run_1/util_map.png
Scale bar: 20 µm. The die is cut into 10 by 10 equal tiles; white is low, dark blue is high, 0 to 100% covered.
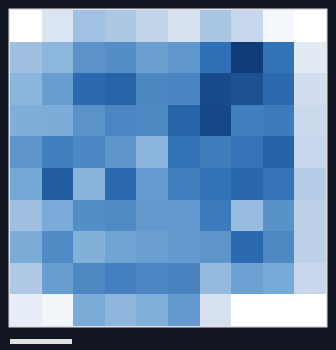
run_1/ff_map.png
Scale bar: 20 µm.
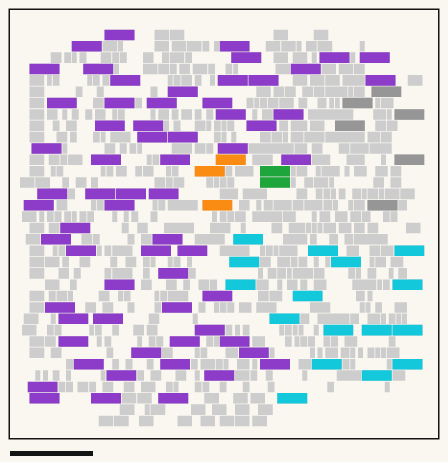
run_1/floorplan.png
Scale bar: 20 µm. Pins as bars on the die edge. Tap cells in gray.
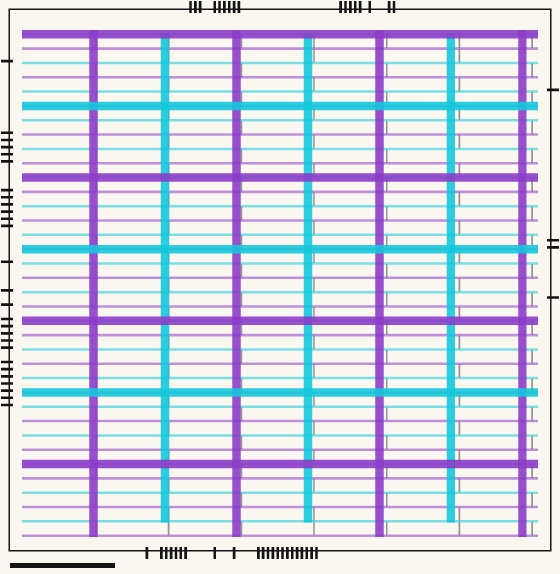
`src/rtl/puf_word_uart_tx_if.sv`:
```
// Handshake/data bundle between the PUF sequencer and the 64-bit word UART transmitter.
interface puf_word_uart_tx_if;
  logic        gosen;
  logic [63:0] rddata;
  logic        txd;
  logic        uartRdy;
  logic        uartdone;

  modport master (output gosen, output rddata, input txd, input uartRdy, input uartdone);
  modport slave  (input gosen, input rddata, output txd, output uartRdy, output uartdone);
endinterface

```
`src/rtl/puf_word_uart_tx.sv`:
```
// Serialises a 64-bit word as eight back-to-back 8N1 bytes, MSB byte first; frame takes 80*CLKS_PER_BIT cycles.
// No backpressure: starts arriving while busy (uartRdy low) are dropped.
module puf_word_uart_tx #(
  parameter int CLKS_PER_BIT = 868
) (
  input  logic                     clk,
  input  logic                     rst,
  puf_word_uart_tx_if.slave        bus
);

  localparam logic [15:0] BAUD_MAX = 16'(CLKS_PER_BIT - 1);

  typedef enum logic [1:0] {S_IDLE, S_START, S_DATA, S_STOP} state_t;

  state_t      r_state, w_state;
  logic [63:0] r_shift, w_shift;
  logic [2:0]  r_byte_cnt, w_byte_cnt;
  logic [2:0]  r_bit_cnt, w_bit_cnt;
  logic [15:0] r_baud_cnt, w_baud_cnt;
  logic        r_txd, w_txd;
  logic        r_done, w_done;
  logic        r_gosen_d;
  logic        w_start;
  logic        w_bit_end;
  logic [7:0]  w_cur_byte;

  assign w_start   = bus.gosen & ~r_gosen_d;
  assign w_bit_end = (r_baud_cnt == BAUD_MAX);

  always_comb begin
    w_state    = r_state;
    w_shift    = r_shift;
    w_byte_cnt = r_byte_cnt;
    w_bit_cnt  = r_bit_cnt;
    w_baud_cnt = r_baud_cnt;
    w_done     = r_done;
    w_txd      = 1'b1;
    w_cur_byte = 8'h00;

    if (r_state != S_IDLE) begin
      w_baud_cnt = w_bit_end ? 16'd0 : r_baud_cnt + 16'd1;
    end

    case (r_state)
      S_IDLE: begin
        if (w_start) begin
          w_state    = S_START;
          w_shift    = bus.rddata;
          w_byte_cnt = 3'd0;
          w_bit_cnt  = 3'd0;
          w_baud_cnt = 16'd0;
          w_done     = 1'b0;
        end
      end
      S_START: begin
        if (w_bit_end) w_state = S_DATA;
      end
      S_DATA: begin
        if (w_bit_end) begin
          if (r_bit_cnt == 3'd7) begin
            w_state   = S_STOP;
            w_bit_cnt = 3'd0;
          end else begin
            w_bit_cnt = r_bit_cnt + 3'd1;
          end
        end
      end
      S_STOP: begin
        if (w_bit_end) begin
          if (r_byte_cnt == 3'd7) begin
            w_state = S_IDLE;
            w_done  = 1'b1;
          end else begin
            w_state    = S_START;
            w_byte_cnt = r_byte_cnt + 3'd1;
            w_shift    = {r_shift[55:0], 8'h00};
          end
        end
      end
      default: w_state = S_IDLE;
    endcase

    // txd is derived from the next state so the line moves on the same edge as the FSM.
    w_cur_byte = w_shift[63:56];
    case (w_state)
      S_START: w_txd = 1'b0;
      S_DATA:  w_txd = w_cur_byte[w_bit_cnt];
      default: w_txd = 1'b1;
    endcase
  end

  always_ff @(posedge clk) begin
    if (rst) begin
      r_state    <= S_IDLE;
      r_shift    <= 64'd0;
      r_byte_cnt <= 3'd0;
      r_bit_cnt  <= 3'd0;
      r_baud_cnt <= 16'd0;
      r_txd      <= 1'b1;
      r_done     <= 1'b0;
      r_gosen_d  <= 1'b1;
    end else begin
      r_state    <= w_state;
      r_shift    <= w_shift;
      r_byte_cnt <= w_byte_cnt;
      r_bit_cnt  <= w_bit_cnt;
      r_baud_cnt <= w_baud_cnt;
      r_txd      <= w_txd;
      r_done     <= w_done;
      r_gosen_d  <= bus.gosen;
    end
  end

  assign bus.txd      = r_txd;
  assign bus.uartRdy  = (r_state == S_IDLE);
  assign bus.uartdone = r_done;

endmodule
```
`src/flat_wrapper.sv`:
```
// flat-port wrapper written by rule: the top's interface ports become plain ports
module puf_word_uart_tx_flat 
#(
  parameter int CLKS_PER_BIT = 868
)
  (clk, rst, bus_gosen, bus_rddata, bus_txd, bus_uartRdy, bus_uartdone);
  puf_word_uart_tx_if bus_i ();
  input  logic clk;
  input  logic rst;
  input wire logic [$bits(bus_i.gosen)-1:0] bus_gosen;
  input wire logic [$bits(bus_i.rddata)-1:0] bus_rddata;
  output wire logic [$bits(bus_i.txd)-1:0] bus_txd;
  output wire logic [$bits(bus_i.uartRdy)-1:0] bus_uartRdy;
  output wire logic [$bits(bus_i.uartdone)-1:0] bus_uartdone;
  assign bus_i.gosen = bus_gosen;
  assign bus_i.rddata = bus_rddata;
  assign bus_txd = bus_i.txd;
  assign bus_uartRdy = bus_i.uartRdy;
  assign bus_uartdone = bus_i.uartdone;
  puf_word_uart_tx #(.CLKS_PER_BIT(CLKS_PER_BIT)) u_core (.clk(clk), .rst(rst), .bus(bus_i));
endmodule
```
`config.mk`:
```
export PLATFORM = sky130hd
export DESIGN_NAME = puf_word_uart_tx_flat
export DESIGN_NICKNAME = d
export VERILOG_FILES = /design/src/rtl/puf_word_uart_tx_if.sv /design/src/rtl/puf_word_uart_tx.sv /design/src/flat_wrapper.sv
export SDC_FILE = /design/constraint.sdc
export NUM_CORES = 1
export LEC_CHECK = 0
export ABC_CLOCK_PERIOD_IN_PS = 2570
export CORE_MARGIN = 2
export CORE_UTILIZATION = 45
export CTS_CLUSTER_DIAMETER = 60
export CTS_CLUSTER_SIZE = 8
export DETAILED_ROUTE_END_ITERATION = 10
export PLACE_DENSITY_LB_ADDON = 0.1
export SKIP_LAST_GASP = 1
export SLEW_MARGIN = 10
export SYNTH_ARGS = -nofsm -noshare
export SYNTH_HDL_FRONTEND = slang
export SYNTH_SLANG_ARGS = --single-unit
```
`constraint.sdc`:
```
create_clock -name clk -period 2.57 [get_ports clk]
set_input_delay 0.514 -clock clk [delete_from_list [all_inputs] [get_ports clk]]
set_output_delay 0.514 -clock clk [all_outputs]
set_load 0.02 [all_outputs]
```
==> results_dict.tcl, run 1 <==
# implementation run metrics
set metrics [dict create \
    outcome "finished, final reports clean" \
    cts.path.max_buffers 2 \
    antenna_found_initial 0 \
    p_int_mw 2.336 \
    via_per_inst 5.688 \
    worstPathBufferInverterCount 2 \
    synth_xor_xnor_area_share_pct 0.8018 \
    holdCritPathClass "flop to flop" \
    period_used_pct 95.84 \
    multi_input_comb_area_mm2 0.002351 \
    endpoint_kind "flop" \
    enable_flop_cells 0 \
    route.final.wire_length_mm 11.13 \
    grt_pass1_wl_mm 18.57 \
    drt_iter0_drc 187 \
    finalCriticalPeriod_ns 2.463 \
    worst_slew_pin_slew_ns 0.5557 \
    yosys_warnings 0 \
    grt_pass1_vias 3856 \
    postSynthAreaPerCell_um2 8.228 \
]
Notes on util_map.png above:
5.0% of the tiles are nearly empty. 13% of the tiles are over 75% full. The emptiest ninth of the die: bottom right. The densest ninth of the die: middle. The fullest tile reaches 95%. The mean over all tiles is 51%.
floorplan utilization: 46.84%
core area: 0.009328 mm²
final core utilization: 59.49%

Notes on ff_map.png above:
Key: `u_core.r_shift` = purple [placed flops 64]; `u_core.r_byte_cnt` = orange [placed flops 3]; `u_core.r_state` = green [placed flops 2]; `u_core.r_baud_cnt` = cyan [placed flops 16]
Another 6 sequential cells are not colored.
sequential share of cell area: 32.83%
flip-flop and latch power: 1.48 mW
register cell area after layout: 0.001822 mm²

Notes on floorplan.png above:
Key: VDD = cyan; VSS = purple
7 straps on met4. 70 signal pins sit on the boundary. 7 straps on met5. 36 met1 rails follow the rows.
overall die height: 102.5 µm
worst supply voltage drop on vdd: 318.6 µV
die outline width: 102.5 µm

[run 1: cells in the mapped netlist, drive strengths merged, types with 4 or more instances]
library cell   n
nor3          54
buf           13
clkbuf        32
o21ai          8
inv            4
a22oi         48
ha             9
nand4          5
dfxtp         91
a311oi         9
a222oi         4
a21oi         66
nor2          88
nand3         13
and2           5
a221oi         7
and3           4
nand2         30
[run 1: through the flow]
step / hold WS [ns] / utilization, % / cells / worst slack (ns) / instance area [µm²]
floorplan: 0.4317 / - / 531 / 0.1516 / 4369
global placement: 0.4389 / 56.83 / 714 / -0.2071 / 5301
detailed placement: 0.4474 / 56.83 / 714 / -0.2259 / 5301
CTS: 0.4595 / 59.26 / 730 / 0.09404 / 5528
global route: 0.4756 / 59.49 / 730 / -0.01143 / 5549
finish: 0.4553 / 59.49 / 730 / 0.1070 / 5549
[run 1: metal layers]
| layer | GRT usage, % | up-vias |
|---|---|---|
| met5 | 0 | - |
| li1 | - | 2078 |
| met2 | 34.89 | 106 |
| met1 | 30.36 | 1960 |
| met3 | 5.153 | 8 |
| met4 | 6.051 | 0 |
[run 1: cell type report]
type / instances / share of cell area (%)
multi-input combinational: 391 / 42.37
sequential: 91 / 32.83
timing repair buffer: 99 / 17.54
tap: 129 / 2.909
clock buffer: 10 / 2.480
clock inverter: 6 / 1.601
inverter: 4 / 0.2706
[run 1: flip-flops by register name, indices dropped and copies added, names as in the netlist]
register and flops:
u_core.bus.uartdone 1, u_core.r_gosen_d 1, u_core.r_state 2, u_core.r_shift 64, u_core.r_bit_cnt 3, u_core.r_baud_cnt 16
u_core.r_byte_cnt 3, u_core.bus.txd 1
[run 1: tightest hold or removal path, delay by kind of cell, from the launching register on]
family / cells / cell delay [ns]
simple gates: 1 / 0.05
flops: 1 / 0.32
compound gates: 1 / 0.05
==> run 2, diff against run 1 <==
--- a/config.mk
+++ b/config.mk
@@ -5,7 +5,6 @@
 export SDC_FILE = /design/constraint.sdc
 export NUM_CORES = 1
 export LEC_CHECK = 0
-export ABC_CLOCK_PERIOD_IN_PS = 2570
 export CORE_MARGIN = 2
 export CORE_UTILIZATION = 45
 export CTS_CLUSTER_DIAMETER = 60
run_2/util_map.png
Scale bar: 20 µm. The die is cut into 10 by 10 equal tiles; white is low, dark blue is high, 0 to 100% covered.
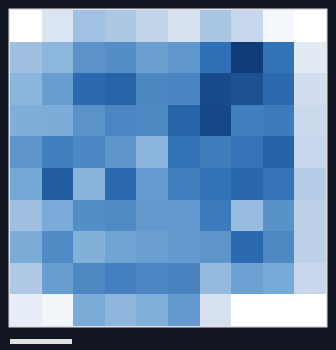
The emptiest ninth of the die: bottom right. 5.0% of the tiles are nearly empty. The fullest tile reaches 95%. 13% of the tiles are over 75% full.

==> run 2 against run 1 <==
  * Count of clock-buffer cells in the layout unchanged
  * Flip-flop count unchanged
  * Combinational power about the same
  * Die area unchanged
  * Critical endpoint unchanged
  * Largest power group unchanged
==> results_dict.tcl, run 2 <==
# implementation run metrics
set metrics [dict create \
    holdCritPathClass "flop to flop" \
    fin_util_pct 59.49 \
    drt_iter0_drc 187 \
    grt_pass1_vias 3856 \
    floorplan.die.height_um 102.5 \
    initCoreUtil_pct 46.84 \
    fmaxAchievable_mhz 406.0 \
    period_used_pct 95.84 \
    die_w_um 102.5 \
    outcome "finished, final reports clean" \
    finalCriticalPeriod_ns 2.463 \
    drt-pass1-iter-count 7 \
    reg_top3 "u_core.r_shift x64, u_core.r_baud_cnt x16" \
    ys_top_cells_by_count "dfxtp_1, nor2_1, a21oi_1" \
    tool_warnings 29 \
    worst_slew_pin_slew_ns 0.5557 \
    grt_pass1_wl_mm 18.57 \
    synth_xor_xnor_area_share_pct 0.8018 \
    via_per_inst 5.688 \
    endpoint_kind "flop" \
    antenna_found_initial 0 \
    clk_latency_ns 0.35 \
    enable_flop_cells 0 \
    n_fill_cell 862 \
    core_area_mm2 0.009328 \
    most_flops_register "u_core.r_shift" \
    largest_register_ffs 64 \
    top_cell "dfxtp_1" \
    route.final.wire_length_mm 11.13 \
    timing.final.max_slew_violations 0 \
    vdd_drop_max_uv 318.6 \
    hold_slack_final_ns 0.4553 \
    cts.path.max_buffers 2 \
    setup_slack_ns 0.1070 \
    pre_cts_slack_ns -0.2259 \
    postSynthAreaPerCell_um2 8.228 \
]
run_2/ff_map.png
Scale bar: 20 µm.
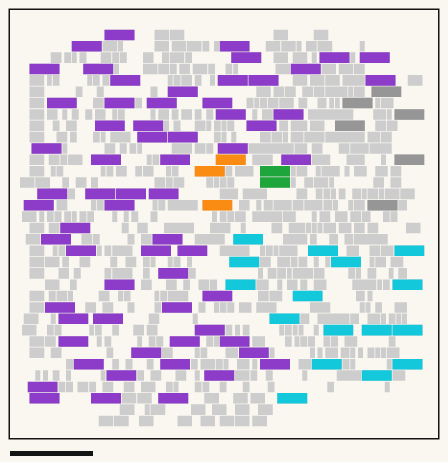
Key: `u_core.r_shift` = purple [placed flops 64]; `u_core.r_baud_cnt` = cyan [placed flops 16]; `u_core.r_state` = green [placed flops 2]; `u_core.r_byte_cnt` = orange [placed flops 3]
Another 6 sequential cells are not colored.

run 2: power by group:
part / internal [mW] / leakage, nW / switching [mW]
logic: 0.306 / 1.07 / 0.435
registers: 1.46 / 0.735 / 0.0285
clock network: 0.575 / 0.108 / 0.512
total: 2.34 / 1.92 / 0.976
run 2: worst max-delay path, stage by stage:
cell and delay (ns):
clkdlybuf4s50_1 0.48, or2b_1 0.29, a21o_2 0.26, a221oi_4 0.35, buf_4 0.21, mux2i_1 0.21
nor2b_1 0.08, o211ai_1 0.20, a31oi_1 0.11
run 2: cell type report:
type,instances,area (µm²),share of cell area (%)
Inverter,4,15.01,0.2706
Tap cell,129,161.4,2.909
Sequential cell,91,1822,32.83
Timing Repair Buffer,99,973.4,17.54
Multi-Input combinational cell,391,2351,42.37
Clock inverter,6,88.84,1.601
Clock buffer,10,137.6,2.480
run 2: repair_timing:
item | 4_1_cts | 5_1_grt
resized | 0 | 3
hold buffers | 0 | 0
setup endpoints to repair | 0 | 2
setup buffers | 0 | 0
run 2: final timing paths:
kind | startpoint | endpoint | depth (start not counted)
max | bus_gosen | u_core.bus.txd | 9
min | u_core.r_shift[3] | u_core.r_shift[3] | 2
max reg2reg | u_core.r_state[0] | u_core.bus.txd | 8
min reg2reg | u_core.r_shift[3] | u_core.r_shift[3] | 2
run 2: metal layers:
metal / vias to the layer above / wire length (µm) / track usage (%)
met2: 106 / 5303 / 34.89
met5: - / 0 / 0
met4: 0 / 112 / 6.051
met1: 1960 / 5229 / 30.36
li1: 2078 / - / -
met3: 8 / 488 / 5.153
run 2: through the flow:
stage / area (µm²) / cells / TNS (ns)
floorplan: 4369 / 531 / 0
CTS: 5528 / 730 / 0
detailed placement: 5301 / 714 / -0.2353
global placement: 5301 / 714 / -0.2071
global route: 5549 / 730 / -0.01143
finish: 5549 / 730 / 0
Power and IR drop assume default switching activity.
